--- src/rtl/matmul_stream.sv ---
// matmul_stream: NCH-lane signed int8 dot-product engine for a tflite
// fully-connected layer. One activation plus NCH weights are accepted per
// beat; the activation gets the input zero-point offset added before the
// multiply. Results are held on c_out until the consumer accepts them.
// Optional build macro: MATMUL_STREAM_RELU_EN clamps negative lanes of c_out
// to zero (the accumulators keep their raw values).
module matmul_stream #(
    parameter int P     = 8,
    parameter int NCH   = 4,
    parameter int MAX_K = 16,
    parameter int ACCW  = 32,
    parameter int KW    = $clog2(MAX_K + 1)
) (
    input  logic                  clk,
    input  logic                  reset,
    input  logic                  start,
    input  logic [KW-1:0]         k_len,
    input  logic [8:0]            a_offset,
    input  logic                  in_valid,
    output logic                  in_ready,
    input  logic [P-1:0]          a_in,
    input  logic [NCH*P-1:0]      w_in,
    output logic                  out_valid,
    input  logic                  out_ready,
    output logic [NCH*ACCW-1:0]   c_out,
    output logic                  busy
);

    // Offset sum is 10 bits signed; the product of it with a P-bit weight
    // needs exactly P+10 bits.
    localparam int PW = P + 10;
    localparam logic [KW-1:0] MAX_K_L = KW'(MAX_K);

    typedef enum logic [1:0] {
        S_IDLE = 2'd0,
        S_ACC  = 2'd1,
        S_OUT  = 2'd2
    } state_t;

    state_t                     state_q, state_d;
    logic [KW-1:0]              k_q, k_d;
    logic [KW-1:0]              cnt_q, cnt_d;
    logic [8:0]                 off_q, off_d;
    logic [NCH-1:0][ACCW-1:0]   acc_q, acc_d;
    logic [NCH-1:0][ACCW-1:0]   acc_sum_s;
    logic [NCH*ACCW-1:0]        c_out_q, c_out_d;
    logic                       in_ready_q, out_valid_q, busy_q;
    logic [9:0]                 ofs_sum_s;
    logic [KW-1:0]              k_eff_s;
    logic [KW-1:0]              cnt_inc_s;

    // One lane multiply-accumulate; the product is exact in PW bits and is
    // sign-extended before the wrapping add.
    function automatic logic [ACCW-1:0] mac_lane(input logic [ACCW-1:0] acc,
                                                 input logic [9:0]      ofs,
                                                 input logic [P-1:0]    w);
        logic signed [PW-1:0] a_ext;
        logic signed [PW-1:0] w_ext;
        logic signed [PW-1:0] prod;
        a_ext = $signed({{P{ofs[9]}}, ofs});
        w_ext = $signed({{10{w[P-1]}}, w});
        prod  = a_ext * w_ext;
        return acc + {{(ACCW-PW){prod[PW-1]}}, prod};
    endfunction

    // Transform applied when an accumulator is published to c_out.
    function automatic logic [ACCW-1:0] out_xform(input logic [ACCW-1:0] v);
`ifdef MATMUL_STREAM_RELU_EN
        return v[ACCW-1] ? {ACCW{1'b0}} : v;
`else
        return v;
`endif
    endfunction

    assign ofs_sum_s = {{(10-P){a_in[P-1]}}, a_in} + {off_q[8], off_q};
    assign k_eff_s   = (k_len > MAX_K_L) ? MAX_K_L : k_len;
    assign cnt_inc_s = cnt_q + KW'(1);

    // Per-lane candidate accumulator values for the current beat.
    always_comb begin
        acc_sum_s = acc_q;
        for (int j = 0; j < NCH; j++) begin
            acc_sum_s[j] = mac_lane(acc_q[j], ofs_sum_s, w_in[j*P +: P]);
        end
    end

    // Next-state and datapath update for the IDLE/ACC/OUT controller.
    always_comb begin
        state_d = state_q;
        k_d     = k_q;
        cnt_d   = cnt_q;
        off_d   = off_q;
        acc_d   = acc_q;
        c_out_d = c_out_q;
        case (state_q)
            S_IDLE: begin
                if (start) begin
                    k_d   = k_eff_s;
                    off_d = a_offset;
                    cnt_d = {KW{1'b0}};
                    acc_d = '0;
                    if (k_eff_s == {KW{1'b0}}) begin
                        // Empty dot product: publish zeros straight away.
                        c_out_d = {(NCH*ACCW){1'b0}};
                        state_d = S_OUT;
                    end else begin
                        state_d = S_ACC;
                    end
                end else begin
                    state_d = S_IDLE;
                end
            end
            S_ACC: begin
                if (in_valid) begin
                    acc_d = acc_sum_s;
                    cnt_d = cnt_inc_s;
                    if (cnt_inc_s == k_q) begin
                        for (int j = 0; j < NCH; j++) begin
                            c_out_d[j*ACCW +: ACCW] = out_xform(acc_sum_s[j]);
                        end
                        state_d = S_OUT;
                    end else begin
                        state_d = S_ACC;
                    end
                end else begin
                    state_d = S_ACC;
                end
            end
            S_OUT: begin
                if (out_ready) begin
                    state_d = S_IDLE;
                end else begin
                    state_d = S_OUT;
                end
            end
            default: begin
                state_d = S_IDLE;
            end
        endcase
    end

    // State, datapath and handshake-flag registers with synchronous reset.
    always_ff @(posedge clk) begin
        if (reset) begin
            state_q     <= S_IDLE;
            k_q         <= {KW{1'b0}};
            cnt_q       <= {KW{1'b0}};
            off_q       <= 9'd0;
            acc_q       <= '0;
            c_out_q     <= {(NCH*ACCW){1'b0}};
            in_ready_q  <= 1'b0;
            out_valid_q <= 1'b0;
            busy_q      <= 1'b0;
        end else begin
            state_q     <= state_d;
            k_q         <= k_d;
            cnt_q       <= cnt_d;
            off_q       <= off_d;
            acc_q       <= acc_d;
            c_out_q     <= c_out_d;
            in_ready_q  <= (state_d == S_ACC);
            out_valid_q <= (state_d == S_OUT);
            busy_q      <= (state_d != S_IDLE);
        end
    end

    assign in_ready  = in_ready_q;
    assign out_valid = out_valid_q;
    assign busy      = busy_q;
    assign c_out     = c_out_q;

endmodule

--- config.mk ---
export PLATFORM = sky130hd
export DESIGN_NAME = matmul_stream
export DESIGN_NICKNAME = d
export VERILOG_FILES = /design/src/rtl/matmul_stream.sv
export SDC_FILE = /design/constraint.sdc
export NUM_CORES = 2
export LEC_CHECK = 0
export CAP_MARGIN = 20
export CELL_PAD_IN_SITES_DETAIL_PLACEMENT = 1
export CELL_PAD_IN_SITES_GLOBAL_PLACEMENT = 2
export CORE_MARGIN = 2
export CORE_UTILIZATION = 25
export DETAILED_ROUTE_END_ITERATION = 16
export PLACE_DENSITY = 0.7
export RECOVER_POWER = 100
export SYNTH_ARGS = -nofsm -noshare
export SYNTH_HDL_FRONTEND = slang
export SYNTH_SLANG_ARGS = --single-unit
--- constraint.sdc ---
create_clock -name clk -period 10 [get_ports clk]
set_clock_uncertainty 0.2 [all_clocks]
set_input_delay 1.5 -clock clk [delete_from_list [all_inputs] [get_ports clk]]
set_output_delay 1.5 -clock clk [all_outputs]
set_load 0.02 [all_outputs]
==> reports/metrics.cfg <==
[setup_path]
startpoint_type=input pin
path_max_fanout=15
cp_data_required_time_ns=10.26
critical_path.n_buffers_inverters=8

[place]
post_dp_cell_area_sq_um=35100
place_inst=5404
dp_worst_setup_slack_ns=-0.750
globalplace.congestion=0.823

[hold_path]
hold-path-endpoint=c_out[98]
cell_depth_of_the_worst_hold_path=2

[clock_tree]
path_clk_slew_ns=0.06
postCtsSetupRepairBufs=1
cts-hold-fix-buffers=0

[run_status]
status=finished with violations
violations_in_the_final_reports=capacitance limit, slew limit

[global_route]
grt_pass1_wl_um=156000
global_route.usage.met3=0.0204
global_route.usage.total=0.168

[die]
tap_cells=1512
initCoreUtil=0.251

[layout]
final_nets=4553
stdcell_count=5484
layout-area-overhead-vs-synth_pct=28.0
max_area_cell_class=logic gates
logic_gates=2646
area_share_nonclk_buffers=0.137

[synth]
yosysWarningCount=0
yosys-stat-cells=3459
synth.cell_area_sq_um=28600
synth.distinct_cells=85
syn_inst=3459

[timing]
final-max-slew-violation-count=158
fin_hold_ws_ns=0.248
slew_headroom=-1.85

[run]
maxCapViolations=4

[routing]
dr.max_layer_used=met4
routed_via_density=4.68
drc_errors=0

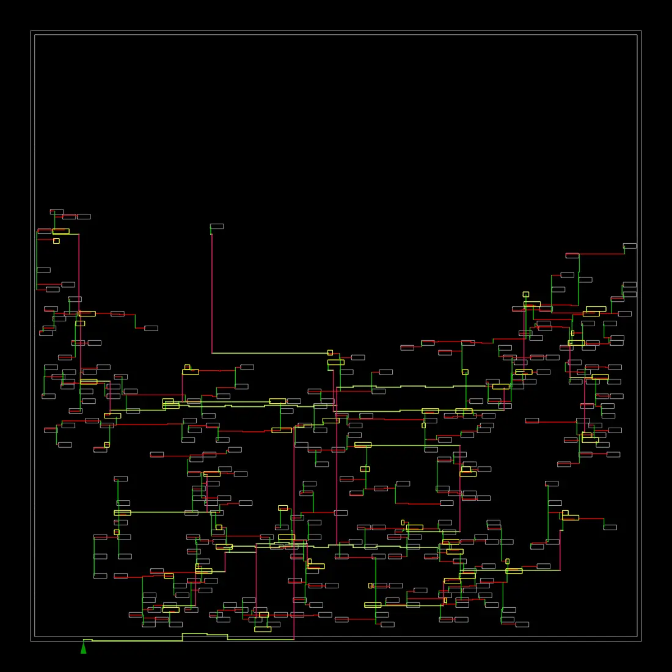
Fig. 1. Clock routing.
clock sink count: 280
cts bufs inserted: 35
Layout clock buffers: 46
count of flip-flops and latches: 280
insertion delay of the later-clocked pin in the worst-skew pair: 0.58 ns

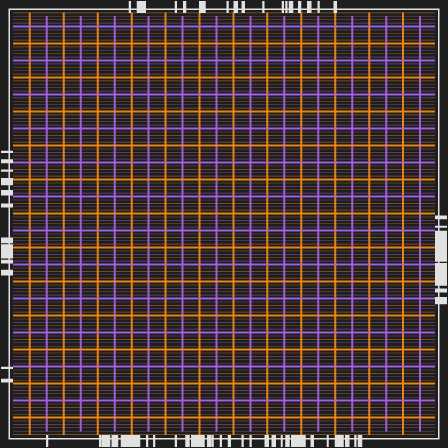
Fig. 2. PDN straps and rails.
Pins as bars on the die edge.
| colour | net |
|---|---|
| orange | VSS |
| purple | VDD |
met5 straps: 24
signal pins: 190
met4 straps: 24
die height: 342 um
Die Span X: 342 um
Floorplan Core Area: 114000 sq um

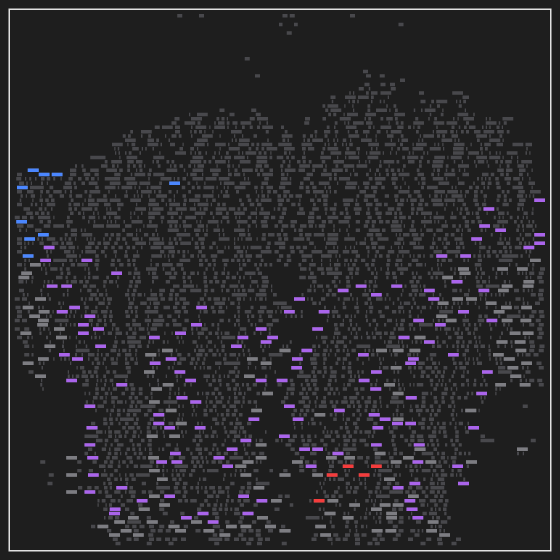
Fig. 3. Sequential cells grouped by signal name.
Other sequential cells in the stronger grey, the rest of the logic in the fainter grey.
| colour | signal | placed flops |
|---|---|---|
| blue | `off_q` | 9 |
| purple | `acc_q` | 128 |
| red | `cnt_q` | 5 |
Reg area: 5610 sq um
share of the core filled with cells: 0.322
share of cell area taken by flip-flops and latches: 0.153

